<file path="src/rtl/rgmii_pkg.sv">
// Shared RGMII definitions: the idle nibble and the transmit mode encoding.
package rgmii_pkg;

  localparam logic [3:0] IDLE_NIBBLE = 4'h0;

  typedef enum logic {
    MODE_GBIT = 1'b0,
    MODE_MII  = 1'b1
  } tx_mode_e;

endpackage

</file>
<file path="src/rtl/rgmii_tx_gearbox.sv">
// MAC-to-ODDR transmit gearbox: one byte per clock in gigabit mode, one nibble per clock in
// 10/100 mode with the MAC throttled through rdy. Keeps frame and error counters.
module rgmii_tx_gearbox
  import rgmii_pkg::*;
#(
  parameter int CNT_WIDTH = 16
) (
  input  logic                 clk,
  input  logic                 reset,
  input  logic                 mii_select,
  input  logic [7:0]           rgmii_mac_tx_data,
  input  logic                 rgmii_mac_tx_dv,
  input  logic                 rgmii_mac_tx_er,
  output logic                 rgmii_mac_tx_rdy,
  output logic [3:0]           txd_rise,
  output logic [3:0]           txd_fall,
  output logic                 txctl_rise,
  output logic                 txctl_fall,
  output logic [CNT_WIDTH-1:0] tx_frame_cnt,
  output logic [CNT_WIDTH-1:0] tx_err_cnt
);

  tx_mode_e             r_mode_q;
  logic                 r_phase;
  logic                 r_in_frame;
  logic                 r_err_sticky;
  logic                 r_rdy;
  logic [3:0]           r_hi_nib;
  logic                 r_hi_er;
  logic [3:0]           r_txd_rise;
  logic [3:0]           r_txd_fall;
  logic                 r_txctl_rise;
  logic                 r_txctl_fall;
  logic [CNT_WIDTH-1:0] r_frame_cnt;
  logic [CNT_WIDTH-1:0] r_err_cnt;

  logic     w_accept;
  logic     w_eof;
  logic     w_mode_ld;
  logic     w_phase_nx;
  logic     w_rdy_nx;
  tx_mode_e w_mode_nx;

  function automatic logic [CNT_WIDTH-1:0] sat_inc(input logic [CNT_WIDTH-1:0] v);
    return (&v) ? v : v + {{(CNT_WIDTH-1){1'b0}}, 1'b1};
  endfunction

  // Mode is frozen from the first accepted byte until the frame's end cycle has passed.
  always_comb begin
    w_accept   = rgmii_mac_tx_dv && r_rdy;
    w_eof      = r_in_frame && r_rdy && !rgmii_mac_tx_dv;
    w_mode_ld  = !r_in_frame && !w_accept;
    w_mode_nx  = w_mode_ld ? tx_mode_e'(mii_select) : r_mode_q;
    w_phase_nx = (r_mode_q == MODE_MII) && w_accept;
    w_rdy_nx   = (w_mode_nx == MODE_MII) ? !w_phase_nx : 1'b1;
  end

  always_ff @(posedge clk) begin
    if (reset) begin
      r_mode_q     <= MODE_GBIT;
      r_phase      <= 1'b0;
      r_in_frame   <= 1'b0;
      r_err_sticky <= 1'b0;
      r_rdy        <= 1'b0;
      r_frame_cnt  <= '0;
      r_err_cnt    <= '0;
    end else begin
      r_mode_q <= w_mode_nx;
      r_phase  <= w_phase_nx;
      r_rdy    <= w_rdy_nx;
      if (w_accept)
        r_in_frame <= 1'b1;
      else if (w_eof)
        r_in_frame <= 1'b0;
      if (w_eof) begin
        r_err_sticky <= 1'b0;
        r_frame_cnt  <= r_frame_cnt + {{(CNT_WIDTH-1){1'b0}}, 1'b1};
        if (r_err_sticky)
          r_err_cnt <= sat_inc(r_err_cnt);
      end else if (w_accept && rgmii_mac_tx_er) begin
        r_err_sticky <= 1'b1;
      end
    end
  end

  // High nibble and its error bit wait here for the second MII beat.
  always_ff @(posedge clk) begin
    if (w_accept) begin
      r_hi_nib <= rgmii_mac_tx_data[7:4];
      r_hi_er  <= rgmii_mac_tx_er;
    end
  end

  // Output beat register feeding the ODDR cells.
  always_ff @(posedge clk) begin
    if (reset) begin
      r_txd_rise   <= IDLE_NIBBLE;
      r_txd_fall   <= IDLE_NIBBLE;
      r_txctl_rise <= 1'b0;
      r_txctl_fall <= 1'b0;
    end else begin
      r_txd_rise   <= IDLE_NIBBLE;
      r_txd_fall   <= IDLE_NIBBLE;
      r_txctl_rise <= 1'b0;
      r_txctl_fall <= 1'b0;
      if (r_phase) begin
        r_txd_rise   <= r_hi_nib;
        r_txd_fall   <= r_hi_nib;
        r_txctl_rise <= 1'b1;
        r_txctl_fall <= !r_hi_er;
      end else if (w_accept) begin
        r_txd_rise   <= rgmii_mac_tx_data[3:0];
        r_txd_fall   <= (r_mode_q == MODE_MII) ? rgmii_mac_tx_data[3:0]
                                               : rgmii_mac_tx_data[7:4];
        r_txctl_rise <= 1'b1;
        r_txctl_fall <= !rgmii_mac_tx_er;
      end
    end
  end

  assign rgmii_mac_tx_rdy = r_rdy;
  assign txd_rise         = r_txd_rise;
  assign txd_fall         = r_txd_fall;
  assign txctl_rise       = r_txctl_rise;
  assign txctl_fall       = r_txctl_fall;
  assign tx_frame_cnt     = r_frame_cnt;
  assign tx_err_cnt       = r_err_cnt;

endmodule

</file>
<file path="config.mk">
export PLATFORM = sky130hd
export DESIGN_NAME = rgmii_tx_gearbox
export DESIGN_NICKNAME = d
export VERILOG_FILES = /design/src/rtl/rgmii_pkg.sv /design/src/rtl/rgmii_tx_gearbox.sv
export SDC_FILE = /design/constraint.sdc
export NUM_CORES = 1
export LEC_CHECK = 0
export ABC_AREA = 1
export CAP_MARGIN = 25
export CORE_UTILIZATION = 46
export DETAILED_ROUTE_END_ITERATION = 8
export GPL_TIMING_DRIVEN = 0
export HOLD_SLACK_MARGIN = 0.03
export PLACE_DENSITY = 0.76
export SKIP_LAST_GASP = 1
export SLEW_MARGIN = 25
export SYNTH_ARGS = -nofsm -noshare
export SYNTH_HDL_FRONTEND = slang
export SYNTH_SLANG_ARGS = --single-unit
</file>
<file path="constraint.sdc">
create_clock -name clk -period 1.35 [get_ports clk]
set_input_delay 0.135 -clock clk [delete_from_list [all_inputs] [get_ports clk]]
set_output_delay 0.135 -clock clk [all_outputs]
set_load 0.01 [all_outputs]
</file>
Figure 1. Clock wires, drivers and flops.
Bar = 20 um.
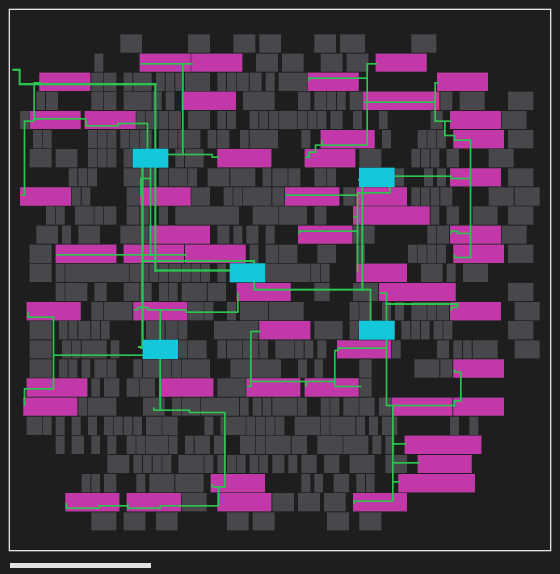
legend:
  clock wires:
    color: green
    length: 620 um
  cells driving clock nets:
    color: cyan
    count: 5
  flip-flops:
    color: magenta
    count: 52
flops lie: all over the die
routed clock nets: 6

Figure 2. The metal 2 layer.
Cells faint in the background.
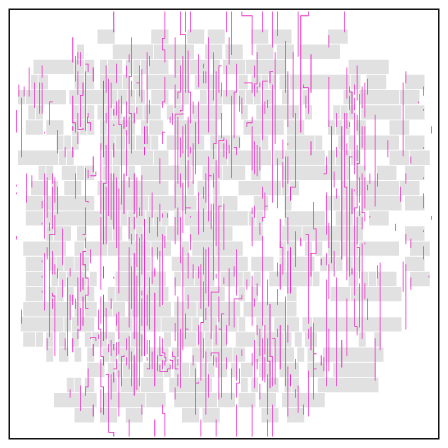
share of all routed wire: 47%
main direction: vertical
longest straight run: 26.5 um
wire length on this layer: 2790 um

Figure 3. The metal 3 layer.
Bar = 20 um. Cells faint in the background.
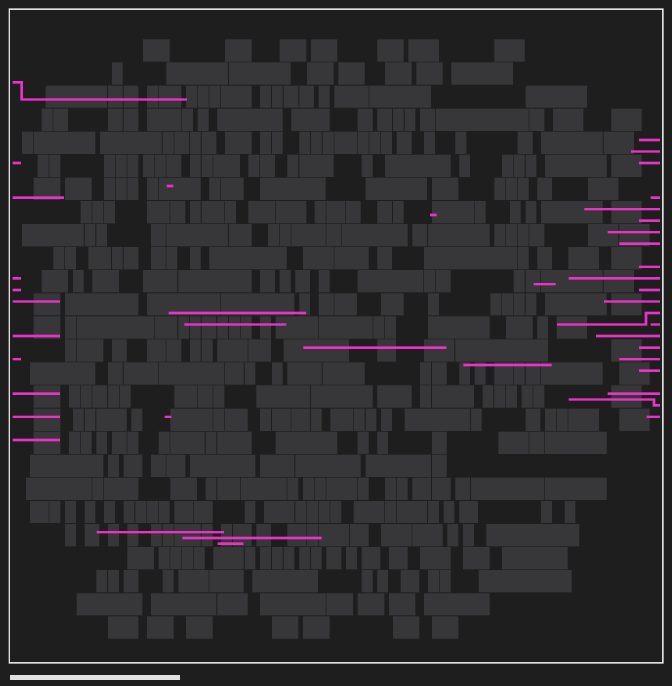
share of all routed wire: 4.2%
wire length on this layer: 247 um
longest straight run: 19.3 um
main direction: horizontal
nets with wire on the layer: 38

Figure 4. Congestion heat map.
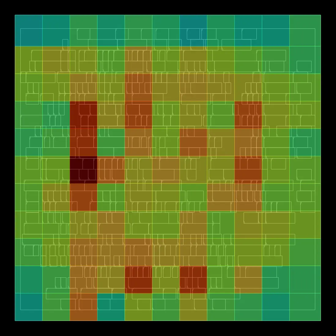
global router's overall resource usage: 20.2%
global routing met1 resource utilization: 26.1%
GR Layer Usage met3: 3.69%
global routing met2 resource utilization: 34.0%

==> results.txt <==
Implementation results.

The run finished, with violations left. The final reports fail on setup timing. After synthesis, the largest family of logic cells by area is simple AND/OR/NAND/NOR gates.

The floorplan die height is 76.9 um. The average detailed-routed wire length per instance is 11.8 um. The biggest cell delay along the critical path is 370 ps.

Setup repair after global routing could not meet its margin everywhere. The launch point of the critical path was reported as tx_err_cnt[0]$_SDFFE_PP0P_. After Yosys synthesis, AND-OR and OR-AND compound gates account for ~7.7% of the synthesized area.

The final worst-path cycle share is 107%. The largest delay contributor family on the critical path is simple AND/OR/NAND/NOR gates. The highest achievable clock rate is about 0.70 GHz. Wires add up to between 5000 and 6000 um.

The number of setup violations in the final report is 14. The library cell used as clock root buffer is sky130_fd_sc_hd__clkbuf_8. The post-synthesis instance total is 357. The critical path endpoint category is a register. The initial antenna violation count is 0. The peak supply drop is 457 uV. The number of ordinary and repair buffers in the finished layout is 76. In this run the tool buffered the top-level ports with 55 buffer cells.

The capturing instance or port of the critical path is tx_err_cnt[10]$_SDFFE_PP0P_. The dominant kind of cell is combinational gates. The number of nets in the layout is 447. According to the timing report, the data required time at the worst endpoint equals 1560 ps.

There are 52 flip-flops and latches. The placed instances occupy a cell area of 3260 sq um. The post-synth tally of flip-flops with integrated enable is 5. Per the synthesis report, the number of distinct cell types is 32. The worst reg2reg path depth is 10. STA lists the startpoint of the worst hold path as rgmii_mac_tx_data[2].

Across the whole layout, storage elements account for 1140 sq um. The top layer reached by signal wires is met4. Yosys attributes the largest share of cell area to sky130_fd_sc_hd__dfxtp_1 (37%), sky130_fd_sc_hd__nand2_1 (15%), sky130_fd_sc_hd__nor2_1 (7.0%). For reference, the mux area share after synthesis is 0%. The final number of hold-violating endpoints is 0.

Setup slack on the critical path of the routed design comes to -88.8 ps. The worst hold path passes through 3 cells.
